==> images/layer_met1.png <==
Scale bar: 50 um.
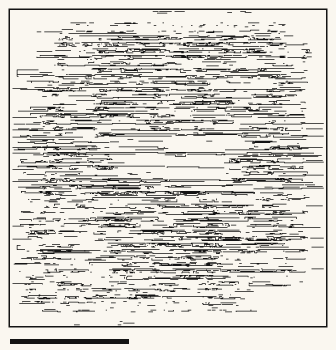
==> images/layer_met2.png <==
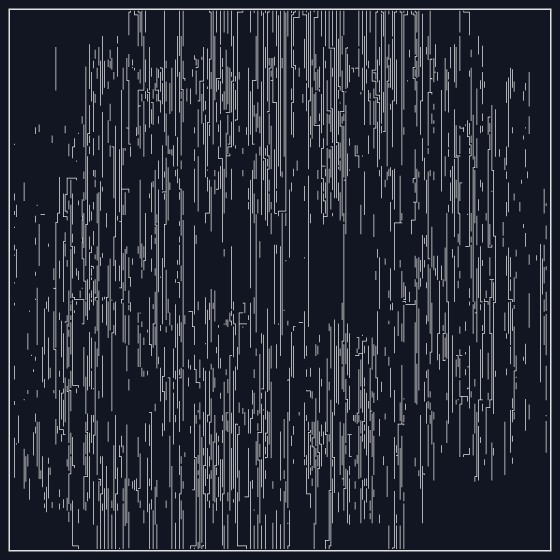
==> images/layer_met3.png <==
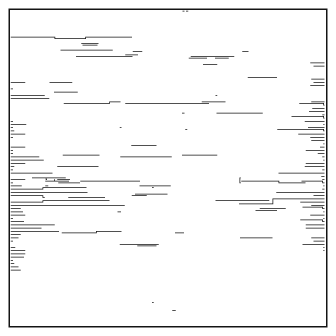
==> images/layer_met4.png <==
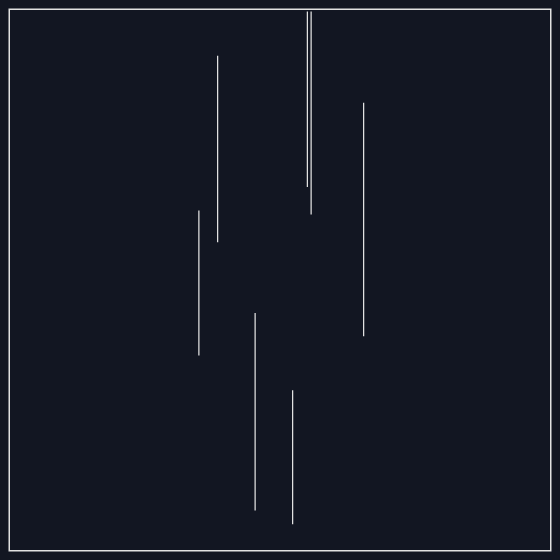
==> images/congestion.png <==
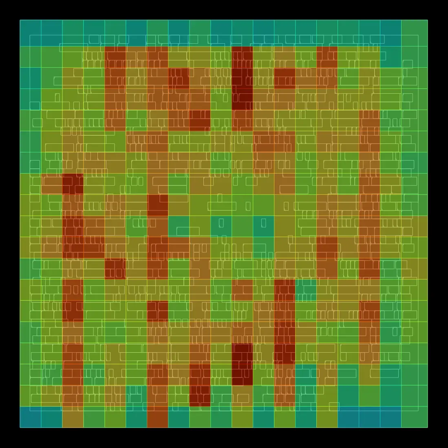
<file path="src/rtl/icache_mem_responder.sv">
// ============================================================================
// Module   : icache_mem_responder
// Function : Memory-side refill responder for the L1 icache. It accepts one
//            request, reads a line (or a single word) from a fixed-latency
//            RAM and returns the line with a one-cycle dataOK pulse.
// Options  : MEM_RESP_LFSR_STALL_EN - LFSR-driven pseudo-random stalls on
//            addrOK and dataOK.
// Revision : 1.0 - initial release
// ============================================================================
`timescale 1ns/1ps
`default_nettype none

module icache_mem_responder #(
    parameter int OFFSET_W = 2,
    parameter int RAM_AW   = 16,
    parameter int RAM_LAT  = 1
) (
    input  logic                          clk,
    input  logic                          rstn,
    input  logic                          icache_mem_req,
    input  logic [31:0]                   icache_mem_addr,
    input  logic [1:0]                    icache_mem_size,
    output logic                          mem_icache_addrOK,
    output logic                          mem_icache_dataOK,
    output logic [32*(2**OFFSET_W)-1:0]   mem_icache_data,
    output logic                          ram_en,
    output logic [RAM_AW-1:0]             ram_addr,
    input  logic [31:0]                   ram_rdata
);

    localparam int WORDS  = 2**OFFSET_W;
    localparam int CNT_W  = OFFSET_W + 1;
    localparam int LINE_W = 32 * WORDS;

    typedef enum logic [1:0] {
        S_IDLE = 2'd0,
        S_ACK  = 2'd1,
        S_READ = 2'd2,
        S_RESP = 2'd3
    } state_t;

    state_t               state_q,     state_d;
    logic [RAM_AW-1:0]    addr_q,      addr_d;
    logic                 line_mode_q, line_mode_d;
    logic [CNT_W-1:0]     issue_cnt_q, issue_cnt_d;
    logic [CNT_W-1:0]     ret_cnt_q,   ret_cnt_d;
    logic [RAM_LAT-1:0]   vld_q,       vld_d;
    logic [LINE_W-1:0]    line_q,      line_d;

    logic [CNT_W-1:0]     w_num_reads;
    logic [OFFSET_W+4:0]  w_ret_bit;
    logic                 w_ack_go;
    logic                 w_resp_go;

    // Only the word-address bits inside the RAM window are meaningful.
    logic                 unused_addr_bits;
    assign unused_addr_bits = ^{icache_mem_addr[31:RAM_AW+2], icache_mem_addr[1:0]};

`ifdef MEM_RESP_LFSR_STALL_EN
    logic [7:0] lfsr_q, lfsr_d;

    // Fibonacci form of x^8+x^6+x^5+x^4+1, stepping every cycle.
    always_comb begin
        lfsr_d = {lfsr_q[6:0], lfsr_q[7] ^ lfsr_q[5] ^ lfsr_q[4] ^ lfsr_q[3]};
    end

    always_ff @(posedge clk or negedge rstn) begin
        if (!rstn) begin
            lfsr_q <= 8'hA5;
        end else begin
            lfsr_q <= lfsr_d;
        end
    end

    assign w_ack_go  = ~lfsr_q[0];
    assign w_resp_go = ~lfsr_q[1];
`else
    assign w_ack_go  = 1'b1;
    assign w_resp_go = 1'b1;
`endif

    always_comb begin
        state_d           = state_q;
        addr_d            = addr_q;
        line_mode_d       = line_mode_q;
        issue_cnt_d       = issue_cnt_q;
        ret_cnt_d         = ret_cnt_q;
        line_d            = line_q;
        vld_d             = '0;
        mem_icache_addrOK = 1'b0;
        mem_icache_dataOK = 1'b0;
        ram_en            = 1'b0;
        ram_addr          = '0;
        w_num_reads       = line_mode_q ? CNT_W'(WORDS) : CNT_W'(1);
        w_ret_bit         = {ret_cnt_q[OFFSET_W-1:0], 5'd0};

        case (state_q)
            S_IDLE: begin
                if (icache_mem_req) begin
                    addr_d      = icache_mem_addr[RAM_AW+1:2];
                    line_mode_d = (icache_mem_size == 2'd2);
                    issue_cnt_d = '0;
                    ret_cnt_d   = '0;
                    state_d     = S_ACK;
                end
            end

            S_ACK: begin
                if (w_ack_go) begin
                    mem_icache_addrOK = 1'b1;
                    state_d           = S_READ;
                end
            end

            S_READ: begin
                if (issue_cnt_q < w_num_reads) begin
                    ram_en      = 1'b1;
                    ram_addr    = line_mode_q ?
                                  {addr_q[RAM_AW-1:OFFSET_W], issue_cnt_q[OFFSET_W-1:0]} :
                                  addr_q;
                    issue_cnt_d = issue_cnt_q + CNT_W'(1);
                end
                if (vld_q[RAM_LAT-1]) begin
                    // The previous line stays visible until this request's first word lands.
                    if (ret_cnt_q == '0) begin
                        line_d = '0;
                    end
                    line_d[w_ret_bit +: 32] = ram_rdata;
                    ret_cnt_d               = ret_cnt_q + CNT_W'(1);
                    if (ret_cnt_q == w_num_reads - CNT_W'(1)) begin
                        state_d = S_RESP;
                    end
                end
            end

            S_RESP: begin
                if (w_resp_go) begin
                    mem_icache_dataOK = 1'b1;
                    state_d           = S_IDLE;
                end
            end

            default: begin
                state_d = S_IDLE;
            end
        endcase

        vld_d[0] = ram_en;
        for (int i = 1; i < RAM_LAT; i++) begin
            vld_d[i] = vld_q[i-1];
        end
    end

    always_ff @(posedge clk or negedge rstn) begin
        if (!rstn) begin
            state_q     <= S_IDLE;
            addr_q      <= '0;
            line_mode_q <= 1'b0;
            issue_cnt_q <= '0;
            ret_cnt_q   <= '0;
            vld_q       <= '0;
            line_q      <= '0;
        end else begin
            state_q     <= state_d;
            addr_q      <= addr_d;
            line_mode_q <= line_mode_d;
            issue_cnt_q <= issue_cnt_d;
            ret_cnt_q   <= ret_cnt_d;
            vld_q       <= vld_d;
            line_q      <= line_d;
        end
    end

    assign mem_icache_data = line_q;

endmodule

`default_nettype wire

</file>
<file path="config.mk">
export PLATFORM = sky130hd
export DESIGN_NAME = icache_mem_responder
export DESIGN_NICKNAME = d
export VERILOG_FILES = /design/src/rtl/icache_mem_responder.sv
export SDC_FILE = /design/constraint.sdc
export NUM_CORES = 1
export LEC_CHECK = 0
export ABC_AREA = 1
export ABC_CLOCK_PERIOD_IN_PS = 1900
export CORE_MARGIN = 3
export CORE_UTILIZATION = 42
export DETAILED_ROUTE_END_ITERATION = 10
export PLACE_DENSITY_LB_ADDON = 0.2
export SLEW_MARGIN = 10
export SYNTH_ARGS = -nofsm -noshare
export SYNTH_HDL_FRONTEND = slang
export SYNTH_SLANG_ARGS = --single-unit
export TNS_END_PERCENT = 20
</file>
<file path="constraint.sdc">
create_clock -name clk -period 1.9 [get_ports clk]
set_clock_uncertainty 0.1 [all_clocks]
set_input_delay 0.475 -clock clk [delete_from_list [all_inputs] [get_ports clk]]
set_output_delay 0.475 -clock clk [all_outputs]
set_load 0.01 [all_outputs]
</file>
==> results.txt <==
Implementation results.

The deepest clock path buffer count is 2. The first global-routing pass estimated 32400 um of wire. The worst min-delay path startpoint is mem_icache_data[27]. According to the Yosys statistics, the synthesized design has a chip area of 6750 sq um.

The via-per-instance ratio is about 4.9. The core region is around 15000 sq um. The number of clock buffers in the layout is 21. The CTS buffer count is 17. The plain and repair buffers instantiated in the layout total roughly 240. For this block, the via count after detailed routing is about 6k.

The xor and xnor fraction of the mapped netlist area is 0.00260. Multi-input logic gates represent a cell area share of 0.227. The area fraction in and, or, nand and nor cells after synthesis is 0.171. The count of TritonRoute iterations in the first routing pass is 5.

The part of the cycle the worst path needs is 1.27. The report puts the hold buffer count at CTS at 1. The flow ran to the end, but the final reports show violations. The timing report attributes the biggest portion of critical-path delay to buffers and inverters. The data arrival time at the worst-slack endpoint is 1840 ps. The portion of synthesized area spent on multiplexers is 0. The kind of critical path is reg2out. The endpoint identified for the worst register-to-register timing path is mem_icache_data[56]. The flow reports power dissipated in combinational cells as ~7 mW. The number of buffer and inverter stages on the critical path is 4. The critical-path cell with the highest stage delay is sky130_fd_sc_hd__dfrtp_1. The floorplan row count is 45. The die is between 100 and 150 um tall. The residual overflow from global routing is 0. The adder and majority cell fraction of the synthesized area is 0.0222.

The final cell count without fillers is 1222. Per the layout area report, the combinational gate area comes to about 2300 sq um. In this run the cell area measured after placement is between 9000 and 10000 sq um.

OpenSTA, run right after detailed placement, puts the worst setup slack at -468 ps. The number of distinct library cell variants in the gate-level netlist after synthesis is 28. In the CTS report, the clock slew at the register clock pins of the worst setup and hold paths is listed as 60 ps. The internal power contribution is about 10 mW.

For this run, the post-layout net count is 1079. The number of global-route vias before repair came to 6009. The dominant register cell in the synthesized netlist is sky130_fd_sc_hd__dfrtp_1. The share of total power dissipated in combinational logic is 0.429. Setup repair after global routing could not meet its margin everywhere.

A synthesized cell averages about 8.7 sq um. The chip area is approximately 18000 sq um. The fraction of final cell area spent on non-clock buffers in this run is 0.250. Per report_power, the top consumer among the power groups is combinational cells. The library cell with the largest summed area after synthesis is sky130_fd_sc_hd__dfrtp_1.

Per the power-grid run, VDD falls by no more than roughly 790 uV. The count of unresolved DRC violations after routing is 0. In this run, synthesis inferred 0 flip-flops with an integrated enable. The finished cells cover roughly 10000 sq um.

The highest clock rate this design can be run at is between 400 and 500 MHz. Compared with the post-synthesis result, the final layout area differs by 48.9%. The cell count listed in synth_stat.txt is 774. The final timing report counts setup violations totalling 17.

The maximum fanout along the worst path is 8. The HPWL reported at the end of detailed placement is around 14000 um. The pin closest to its max-slew limit shows a slew of between 400 and 500 ps. The routed metal-1 wirelength is approximately 9400 um. The final number of hold-violating endpoints is 0.

The root buffer cell chosen for the clock tree is sky130_fd_sc_hd__clkbuf_16. The type of element capturing the critical path is an output port. The number of fill cells in the layout is between 1k and 1.5k.

The minimum period implied by the final worst setup slack is 2420 ps. The minimum hold slack is around 380 ps. The number of flip-flops in the largest register is about 130. The non-clock inverter total of the final layout is 135.

The number of storage elements in the synthesis netlist is 154. The stage delay of the slowest cell on the critical path is slightly below 400 ps. The instance count on the critical path is 9. The launching element of the worst setup path is line_mode_q. The final reports fail on negative setup slack.

For this design, the sink count on the clock tree is 154. The final timing report gives a worst setup slack of -516 ps. The area-dominant cell class after layout is registers. The reported leakage power is 5.35 nW. Signal routing reaches up to met4. The most frequently placed logic cell in the final layout is sky130_fd_sc_hd__dfrtp_1. Total power normalized to cell area comes to about 1600 nW/um^2. The wire length on met2 is 9440 um.

The sequential cell area in the final layout is around 3900 sq um. The number of buffers added on ports is approximately 200. The synthesis run shows the most used standard cells to be 154 x sky130_fd_sc_hd__dfrtp_1, 153 x sky130_fd_sc_hd__nand2_1, 139 x sky130_fd_sc_hd__o21ai_0. TritonCTS built the clock tree. Of the total power, registers draw 0.345. The async set-or-reset flop fraction in the synthesized netlist is 1.00. The detailed router finished its first iteration with ~430 violations. The worst-case max-slew headroom was logged as 0.682. In this run the worst setup path terminates at ram_addr[3].
Notes on layer_met1.png above:
nets with wire on the layer: 955
share of all routed wire: 46%
main direction: horizontal

Notes on layer_met2.png above:
wire length on this layer: 9440 um
longest straight run: 48.8 um

Notes on layer_met3.png above:
longest straight run: 47.6 um
nets with wire on the layer: 128
wire length on this layer: 1330 um
main direction: horizontal

Notes on layer_met4.png above:
main direction: vertical
nets with wire on the layer: 6
share of all routed wire: 1.5%
wire length on this layer: 311 um
longest straight run: 57.1 um

Notes on congestion.png above:
Most Used Layer, Global Route: met2
wire length per cell after detailed routing: 16.7 um
GRT Overall Usage: 0.233
met3 track demand over resource in global routing: 0.0578
Core Util, Final: 0.649

Power and IR drop assume default switching activity.
